$ cat config.mk
export PLATFORM = sky130hd
export DESIGN_NAME = deadline_multi
export DESIGN_NICKNAME = d
export VERILOG_FILES = /design/src/rtl/deadline_pkg.sv /design/src/rtl/deadline_chan.sv /design/src/rtl/deadline_multi.sv
export SDC_FILE = /design/constraint.sdc
export NUM_CORES = 1
export LEC_CHECK = 0
export CORE_MARGIN = 3
export CORE_UTILIZATION = 30
export DETAILED_ROUTE_END_ITERATION = 16
export GPL_TIMING_DRIVEN = 0
export PLACE_DENSITY = 0.44
export SETUP_SLACK_MARGIN = 0.3
export SLEW_MARGIN = 20
export SYNTH_ARGS = -nofsm -noshare
export SYNTH_HDL_FRONTEND = slang
export SYNTH_SLANG_ARGS = --single-unit
$ cat constraint.sdc
create_clock -name cpu_clk -period 4.57 [get_ports cpu_clk]
set_clock_uncertainty 0.15 [all_clocks]
set_input_delay 0.6855 -clock cpu_clk [delete_from_list [all_inputs] [get_ports cpu_clk]]
set_output_delay 0.6855 -clock cpu_clk [all_outputs]
set_load 0.02 [all_outputs]
$ cat src/rtl/deadline_pkg.sv
// Shared types and constants for the instruction-deadline watchdog.
package deadline_pkg;

    typedef enum logic [1:0] {
        IDLE,
        RUN,
        EXPIRED
    } chan_state_t;

    localparam logic ONE_SHOT = 1'b0;
    localparam logic PERIODIC = 1'b1;

    localparam int DEF_CNT_W  = 8;
    localparam int DEF_NUM_CH = 4;

endpackage

$ cat src/rtl/deadline_chan.sv
// One deadline channel: instruction counter, run state, config and
// sticky timeout flag.
module deadline_chan
    import deadline_pkg::*;
#(
    parameter int CNT_W          = DEF_CNT_W,
    parameter int DEFAULT_THRESH = 63
) (
    input  logic             i_clk,
    input  logic             i_rst_n,
    input  logic             i_start,
    input  logic             i_stop,
    input  logic             i_count,
    input  logic             i_cfg_we,
    input  logic [CNT_W-1:0] i_cfg_thresh,
    input  logic             i_cfg_periodic,
    input  logic             i_ack,
    output logic             o_active,
    output logic             o_timeout
);

    chan_state_t      r_state;
    logic [CNT_W-1:0] r_count;
    logic [CNT_W-1:0] r_thresh;
    logic             r_periodic;
    logic             r_timeout;

    logic [CNT_W-1:0] w_next;
    logic             w_inc;
    logic             w_hit;
    logic             w_cfg_ok;

    assign w_next = r_count + 1'b1;
    assign w_inc  = !i_stop && !i_start && (r_state == RUN) && i_count;
    // thresh==0 is a free-running counter; the wrap to 0 must not match
    assign w_hit  = w_inc && (r_thresh != '0) && (w_next == r_thresh);

    // a channel running now or entering RUN on this edge keeps its config
    assign w_cfg_ok = i_cfg_we && (r_state != RUN) &&
                      !(i_start && !i_stop);

    always_ff @(posedge i_clk or negedge i_rst_n) begin
        if (!i_rst_n) begin
            r_state    <= IDLE;
            r_count    <= '0;
            r_thresh   <= CNT_W'(DEFAULT_THRESH);
            r_periodic <= ONE_SHOT;
            r_timeout  <= 1'b0;
        end else begin
            if (i_stop) begin
                r_state <= IDLE;
                r_count <= '0;
            end else if (i_start) begin
                r_state <= RUN;
                r_count <= '0;
            end else if (w_hit) begin
                if (r_periodic == PERIODIC) begin
                    r_count <= '0;
                end else begin
                    r_count <= r_thresh;
                    r_state <= EXPIRED;
                end
            end else if (w_inc) begin
                r_count <= w_next;
            end

            if (i_stop)
                r_timeout <= 1'b0;
            else if (w_hit)
                r_timeout <= 1'b1;
            else if (i_ack)
                r_timeout <= 1'b0;

            if (w_cfg_ok) begin
                r_thresh   <= i_cfg_thresh;
                r_periodic <= i_cfg_periodic;
            end
        end
    end

    assign o_active  = (r_state == RUN);
    assign o_timeout = r_timeout;

endmodule

$ cat src/rtl/deadline_multi.sv
// Multi-channel deadline watchdog: per-channel counters merged into one
// prioritised interrupt request.
module deadline_multi
    import deadline_pkg::*;
#(
    parameter int   NUM_CH         = DEF_NUM_CH,
    parameter int   CNT_W          = DEF_CNT_W,
    parameter int   DEFAULT_THRESH = 63,
    localparam int  CH_W           = (NUM_CH > 1) ? $clog2(NUM_CH) : 1
) (
    input  logic              cpu_clk,
    input  logic              rst_n,
    input  logic [NUM_CH-1:0] start,
    input  logic [NUM_CH-1:0] stop,
    input  logic              to_count,
    input  logic              cfg_we,
    input  logic [CH_W-1:0]   cfg_ch,
    input  logic [CNT_W-1:0]  cfg_thresh,
    input  logic              cfg_periodic,
    input  logic [NUM_CH-1:0] ack,
    output logic [NUM_CH-1:0] active,
    output logic [NUM_CH-1:0] timeout,
    output logic              irq,
    output logic [CH_W-1:0]   irq_ch
);

    logic [NUM_CH-1:0] w_cfg_we;

    for (genvar i = 0; i < NUM_CH; i++) begin : g_ch
        // out-of-range addresses match no channel
        assign w_cfg_we[i] = cfg_we && (int'(cfg_ch) == i);

        deadline_chan #(
            .CNT_W          (CNT_W),
            .DEFAULT_THRESH (DEFAULT_THRESH)
        ) u_ch (
            .i_clk          (cpu_clk),
            .i_rst_n        (rst_n),
            .i_start        (start[i]),
            .i_stop         (stop[i]),
            .i_count        (to_count),
            .i_cfg_we       (w_cfg_we[i]),
            .i_cfg_thresh   (cfg_thresh),
            .i_cfg_periodic (cfg_periodic),
            .i_ack          (ack[i]),
            .o_active       (active[i]),
            .o_timeout      (timeout[i])
        );
    end

    assign irq = |timeout;

    always_comb begin
        irq_ch = '0;
        for (int i = NUM_CH - 1; i >= 0; i--) begin
            if (timeout[i])
                irq_ch = CH_W'(i);
        end
    end

endmodule

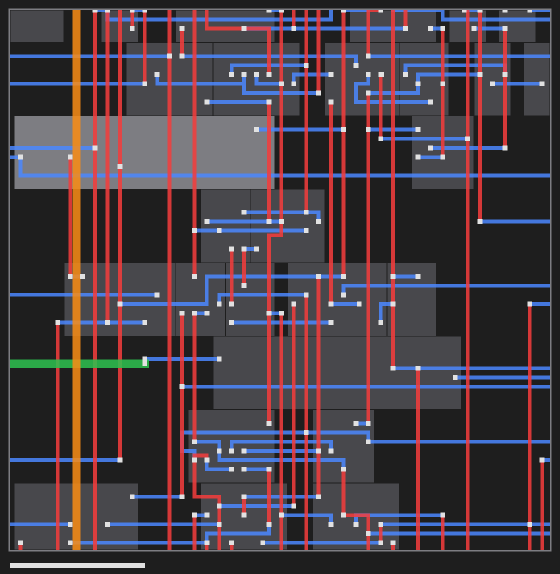
*Close-up of the layout, run 1*
Bar = 5 um. Window x 90 to 110, y 90 to 110 um. Cells in grey, sequential cells in the stronger grey; small squares are vias.
legend:
  met4:
    colour: orange
  met2:
    colour: red
  met1:
    colour: blue
  met3:
    colour: green
most frequent: xor2_1 (2), nor3_1 (2)
cells with their middle in the window: 20
netlist names of flops here include: g_ch.u_ch.r_thresh (1)
sequential cells in the window: 1

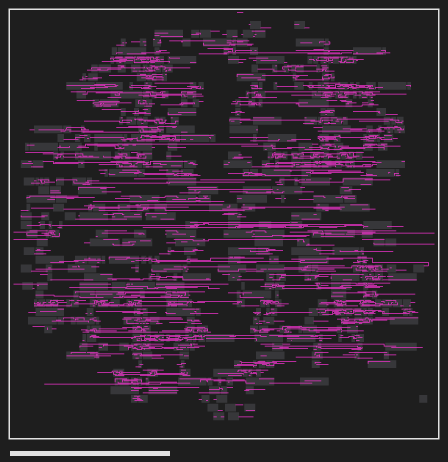
*The metal 1 layer, run 1*
Bar = 50 um. Cells faint in the background.
longest straight run: 53.8 um
wire length on this layer: 6420 um
main direction: horizontal
nets with wire on the layer: 537
via count: 3978
met1 usage: 20.7%

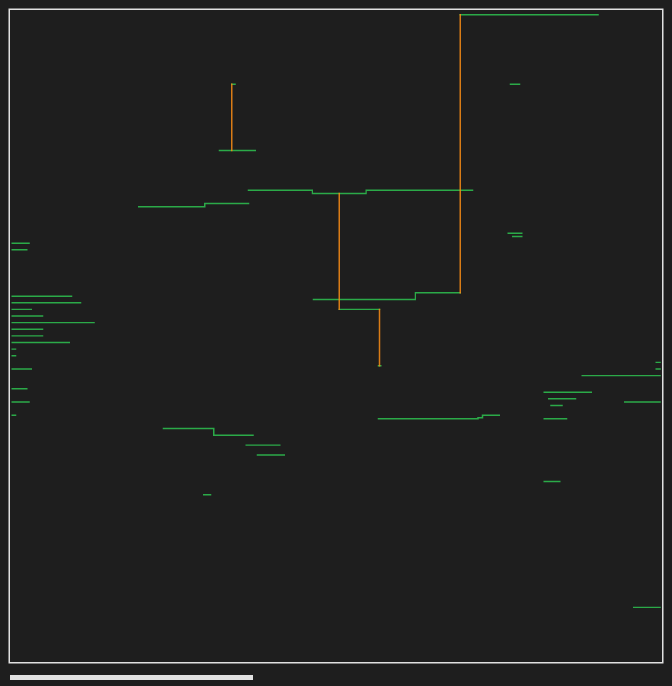
*Routed metal, one colour a layer, run 1*
Bar = 50 um. Two of the layers only.
legend:
  met4:
    colour: orange
    wire_length: 106 um
  met3:
    colour: green
    wire_length: 364 um
drt wl/cell: 17.3 um
final WL: 13.4 mm

run 1: logic make-up (layout without fill, tap and decap cells):
| family | Yosys count | count (layout) |
|---|---|---|
| AOI/OAI and AO/OA | 114 | 114 |
| muxes | 32 | 32 |
| DFF | 80 | 80 |
| adders and majority gates | 5 | 5 |
| buffers and inverters | 44 | 97 |
| xor gates and xnor gates | 36 | 36 |
| and+or+nand+nor | 191 | 191 |
run 1: stage by stage:
stage / utilization (%) / std cells / cell area [um2]
after global routing: 36.7 / 771 / 5850
final: 36.7 / 771 / 5850
after global placement: 34.7 / 754 / 5540
after CTS: 36.7 / 771 / 5850
after floorplan: - / 502 / 4910
after detailed placement: 35.0 / 755 / 5580
==> flow_summary.yaml, run 1 <==
# synthesis and place-and-route metrics
run_status:
  outcome: "completed"
cells_and_area:
  sh_comb_area_pct: 45.6
  area_growth_pct: 19.1
  most-common-layout-cells: "dfrtp_1 (56), nand2_1 (38), clkdlybuf4s50_1 (35)"
  layout_top_cell: "dfrtp_1"
  num-nonclk-inverters: 19
  clock_area_share_pct: 4.66
  clock_buffer_count: 15
  buffer_area_share_pct: 9.11
  regArea_mm2: 0.00203
  drive_gt1_share_pct: 18.9
  fillers: 1594
  sh_seq_area_pct: 34.7
synth:
  top_cell: "dfrtp_1"
  mux_share_pct: 7.32
  simple_gate_share_pct: 22.0
  syn_avg_cell_area_um2: 9.78
  common_cells: "dfrtp_1 (56), nand2_1 (38), mux2_2 (31)"
  top_cell_area_share_pct: 28.5
  yosys.area_share.aoi_pct: 16.8
  synth-seq-area-share_pct: 41.4
  synth-seq-cells: 80
sta:
  worst_slew_pin_slew_ns: 0.985
  setup_viol: 0
  rsz0062_at_grt: "false"
  timing.slew.headroom_pct: 33.8
  finalCritPeriodShare_pct: 66.8
power_and_ir_drop:
  p_leak_nw: 2.33
  powerComb_mw: 0.343
  powerDensity_mw_per_mm2: 341
  sequentialPowerShare_pct: 48.2
  switchingPower_mw: 0.581
  power_mw: 2.00
clocking:
  cts_buffers: 9
  cts_resized: 0
  clkTransAtPathRegs_ns: 0.06
  ctsHoldBuffers: 0
  tritoncts: "built"
  cts_sinks: 80
  cts-root-buf: "clkbuf_16"
global_routing:
  grt_usage_pct: 15.5
  grt_max_degree: 44
  grtUsageMet3_pct: 4.05
setup_path:
  critPathMaxStageDelay_ns: 0.45
  cp-end-kind: "flop"
  worstPathCellList: "clkdlybuf4s50_1, nor2_1, nand3_1, a2111oi_0, nand4_1, or2_1, nor3_4, o21ai_0"
  r2r_cells: 10
  worstPathRequired_ns: 4.62
  crit_buf_inv: 1
  timing.rr.end: "g_ch[2].u_ch.r_state[0]$_DFFE_PN0P_"
worst_hold_path:
  hold_path.class: "input pin to async pin"
die:
  num_tap_cells: 216
  die_area_mm2: 0.0179
  core_area_mm2: 0.0159
routing:
  ant_nets: 0
  wl_met1_mm: 6.42
  vias_per_cell: 5.16
  drt-pass1-iter-count: 5
==> inputs of run 2 (changes only) <==
clock period = 2.95 ns   (was 4.57 ns; I/O delays follow)
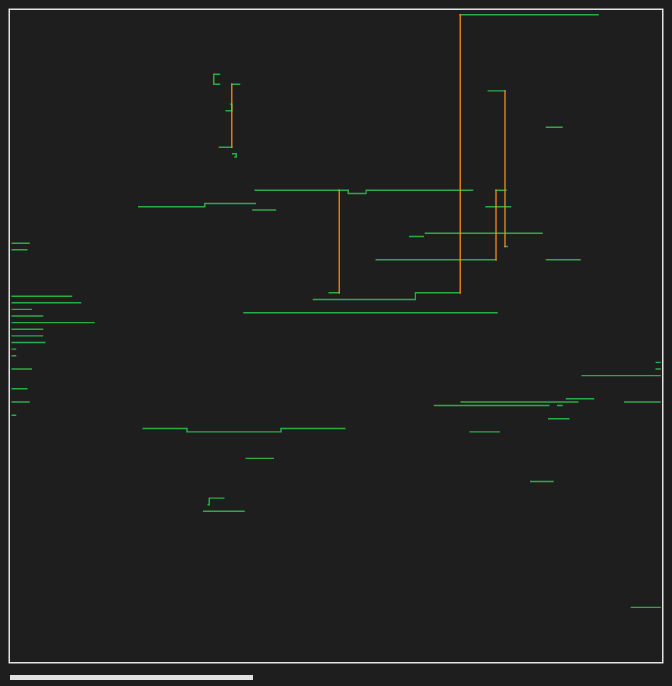
*Routed metal, one colour a layer, run 2*
Bar = 50 um. Two of the layers only.
legend:
  met4:
    colour: orange
    wire_length: 137 um
  met3:
    colour: green
    wire_length: 526 um

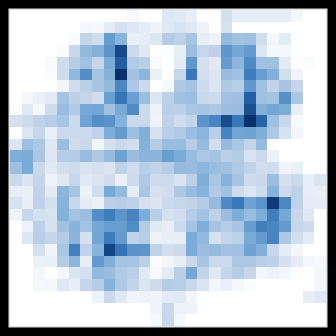
*Routed metal per tile, run 2*
The die is cut into 27 by 27 equal tiles; white is low, dark blue is high, scaled to the fullest tile. Values are wire area over tile area, all layers added.
densest ninth of the die: middle
mean over tiles: 0.12
fullest tile: 0.53
nearly empty tiles: 24%

==> flow_summary.yaml, run 2 <==
# synthesis and place-and-route metrics
routing:
  wl_met1_mm: 6.54
  drc: 0
  vias_per_cell: 5.17
  drt-pass1-iter-count: 4
  routedWlPerCell_um: 17.6
  ant_nets: 0
  vias: 4154
  wl_mm: 14.2
power_and_ir_drop:
  sequentialPowerShare_pct: 47.5
  p_leak_nw: 2.53
  power_mw: 3.15
  clkPwrFrac_pct: 34.0
  combPwrFrac_pct: 18.5
  powerDensity_mw_per_mm2: 494
  swShare_pct: 29.6
  powerComb_mw: 0.582
  switchingPower_mw: 0.932
run_status:
  outcome: "completed"
synth:
  top_cell: "dfrtp_1"
  ys_chip_area_mm2: 0.00491
  top_cell_area_share_pct: 28.5
  mux_share_pct: 7.32
  synth-seq-area-share_pct: 41.4
  syn_avg_cell_area_um2: 9.78
  yosys.area_share.aoi_pct: 16.8
  edf_count: 0
  simple_gate_share_pct: 22.0
  common_cells: "dfrtp_1 (56), nand2_1 (38), mux2_2 (31)"
  synth-seq-cells: 80
  topCellsByArea: "dfrtp_1 (29%), dfstp_2 (13%), mux2_2 (7.1%)"
  ys_cells: 502
setup_path:
  critPathMaxStageDelay_ns: 0.48
  cp-end-kind: "flop"
  timing.rr.end: "g_ch[0].u_ch.r_count[1]$_DFFE_PN0P_"
  crit_buf_inv: 1
  reg2reg_from: "g_ch[0].u_ch.r_count[1]$_DFFE_PN0P_"
  endpoint: "g_ch[0].u_ch.r_count[1]$_DFFE_PN0P_"
  r2r_cells: 8
  worstPathCellList: "buf_4, and4_2, nand4_1, xor2_2, xor2_2, nand2_2, or4b_1, nand3_1"
die:
  num_tap_cells: 216
  die_w_um: 134
  core_area_mm2: 0.0159
  die_area_mm2: 0.0179
  fp.dieH_um: 134
clocking:
  clockBufferDepth: 2
  tritoncts: "built"
  clock_latency_ns: 0.34
  cts-htree-levels: 3
  cts_buffers: 9
  cts_sinks: 80
  clkTransAtPathRegs_ns: 0.06
global_routing:
  grt_usage_pct: 15.8
  grt_use_met1_pct: 21.0
  grt_pass1_wl_mm: 22.2
  grtUsageMet3_pct: 4.05
  grt_max_degree: 44
cells_and_area:
  sh_comb_area_pct: 45.3
  clock_area_share_pct: 4.28
  final_area_mm2: 0.00637
  sh_seq_area_pct: 32.0
  most-common-layout-cells: "dfrtp_1 (48), buf_4 (40), nand2_1 (38)"
  regArea_mm2: 0.00204
  num-nonclk-inverters: 19
  fillers: 1562
  final_cells: 804
  layout_top_cell: "dfrtp_1"
  drive_gt1_share_pct: 29.6
  clock_buffer_count: 15
  buffer_area_share_pct: 13.1
  fin_util_pct: 40.0
  area_growth_pct: 29.9
sta:
  finalCritPeriodShare_pct: 87.0
  hold_viol: 0
  rsz0062_at_grt: "false"
  worst_slew_pin_slew_ns: 0.973
  timing.slew.headroom_pct: 34.6
  setup_viol: 0
placed_design:
  placedCellCount: 755
  placed_cell_area_mm2: 0.00558
worst_hold_path:
  hold_path.class: "flop to flop"
## run 2: cell counts after synthesis
Identical to the previous run, type by type.
## run 2: worst register-to-register path, stage by stage (launching register included)
cell,delay [ns]
dfrtp_1,0.40
buf_4,0.15
and4_2,0.28
nand4_1,0.22
xor2_2,0.31
xor2_2,0.30
nand2_2,0.13
or4b_1,0.48
nand3_1,0.08
## run 2: cell families (layout without fill, tap and decap cells)
kind of cell	after synthesis	count (layout)
xor+xnor	36	36
flops	80	80
mux	32	32
fa+ha+maj	5	5
simple gates	191	191
compound gates	114	114
buf+inv	44	130
## run 2: timing repair
item	CTS	global route
hold buffers	1	0
cloned	0	1
setup endpoints to repair	29	33
setup buffers	15	16
endpoints found under the hold margin	25	0
gates resized	24	47
pin swaps	17	21
==> inputs of run 3 (changes only) <==
CAP_MARGIN = 10   (was not set)
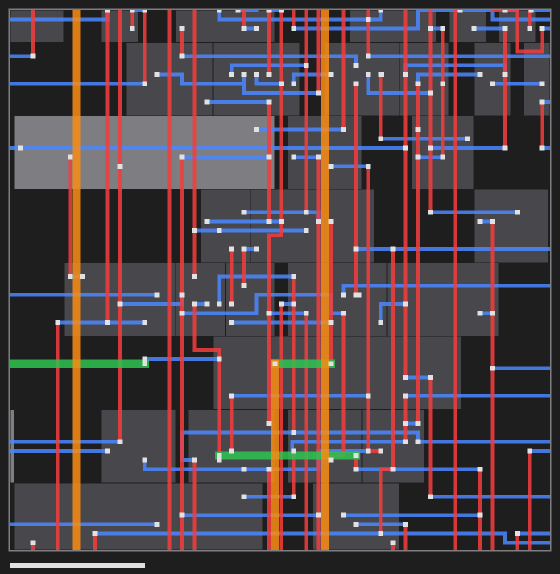
*Close-up of the layout, run 3*
Bar = 5 um. Window x 90 to 110, y 90 to 110 um. Cells in grey, sequential cells in the stronger grey; small squares are vias.
legend:
  met2:
    colour: red
  met4:
    colour: orange
  met3:
    colour: green
  met1:
    colour: blue
cells with their middle in the window: 24
sequential cells in the window: 1
most frequent: buf_4 (4), xor2_1 (2), nor3_1 (2)
netlist names of flops here include: g_ch.u_ch.r_thresh (1)

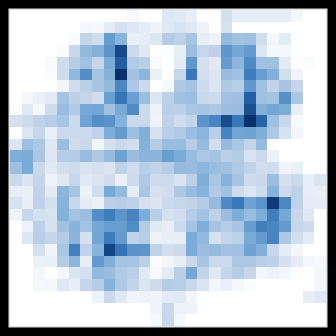
*Routed metal per tile, run 3*
The die is cut into 27 by 27 equal tiles; white is low, dark blue is high, scaled to the fullest tile. Values are wire area over tile area, all layers added.
tiles over half the peak: 11%
nearly empty tiles: 24%
densest ninth of the die: middle
drt wl/cell: 17.6 um
via count: 4154

==> flow_summary.yaml, run 3 <==
# synthesis and place-and-route metrics
sta:
  timing.slew.headroom_pct: 34.6
  hold_viol: 0
  setup_viol: 0
clocking:
  clock_latency_ns: 0.34
  cts_sinks: 80
  cts_buffers: 9
  cts-htree-levels: 3
  clockBufferDepth: 2
  tritoncts: "built"
  clkTransAtPathRegs_ns: 0.06
  cts-root-buf: "clkbuf_16"
placed_design:
  placed_cell_area_mm2: 0.00558
  placedCellCount: 755
die:
  die_area_mm2: 0.0179
  die_w_um: 134
  num_tap_cells: 216
cells_and_area:
  area_growth_pct: 29.9
  fin_util_pct: 40.0
  most-common-layout-cells: "dfrtp_1 (48), buf_4 (40), nand2_1 (38)"
  num-nonclk-inverters: 19
  clock_area_share_pct: 4.28
  sh_comb_area_pct: 45.3
  regArea_mm2: 0.00204
  drive_gt1_share_pct: 29.6
  clock_buffer_count: 15
  final_area_mm2: 0.00637
  fillers: 1562
routing:
  ant_nets: 0
  vias_per_cell: 5.17
  drt-pass1-iter-count: 4
  wl_mm: 14.2
synth:
  common_cells: "dfrtp_1 (56), nand2_1 (38), mux2_2 (31)"
  topCellsByArea: "dfrtp_1 (29%), dfstp_2 (13%), mux2_2 (7.1%)"
  synth-seq-area-share_pct: 41.4
  top_cell: "dfrtp_1"
  edf_count: 0
setup_path:
  crit_buf_inv: 1
  worstPathCellList: "buf_4, and4_2, nand4_1, xor2_2, xor2_2, nand2_2, or4b_1, nand3_1"
  cp-end-kind: "flop"
  r2r_cells: 8
  timing.rr.end: "g_ch[0].u_ch.r_count[1]$_DFFE_PN0P_"
  worstPathRequired_ns: 3.08
  critPathMaxStageDelay_ns: 0.48
power_and_ir_drop:
  sequentialPowerShare_pct: 47.5
  combPwrFrac_pct: 18.5
  clkPwrFrac_pct: 34.0
  powerDensity_mw_per_mm2: 494
run_status:
  outcome: "completed"
-- run 3: cell counts after synthesis --
Identical to the previous run, type by type.
-- run 3: logic make-up (layout without fill, tap and decap cells) --
kind of cell | Yosys count | in the layout
xor+xnor | 36 | 36
flops | 80 | 80
buf+inv | 44 | 130
mux | 32 | 32
compound gates | 114 | 114
simple gates | 191 | 191
fa+ha+maj | 5 | 5
-- run 3: per-layer routing --
| metal | share of wire, % | wire length, um |
|---|---|---|
| met1 | 46 | 6540 |
| met2 | 49 | 6970 |
| met3 | 3.7 | 525 |
| met4 | 0.97 | 137 |
| met5 | 0 | 0 |
-- run 3: metrics by stage --
step / total power, mW / setup TNS [ns]
detailed placement: 2.04 / -1.95
global route: 3.32 / 0
CTS: 3.15 / 0
finish: 3.15 / 0
global placement: 2.03 / -131.55
floorplan: 1.81 / 0
Power figures rest on the tool's default switching activity, not on a simulated workload.
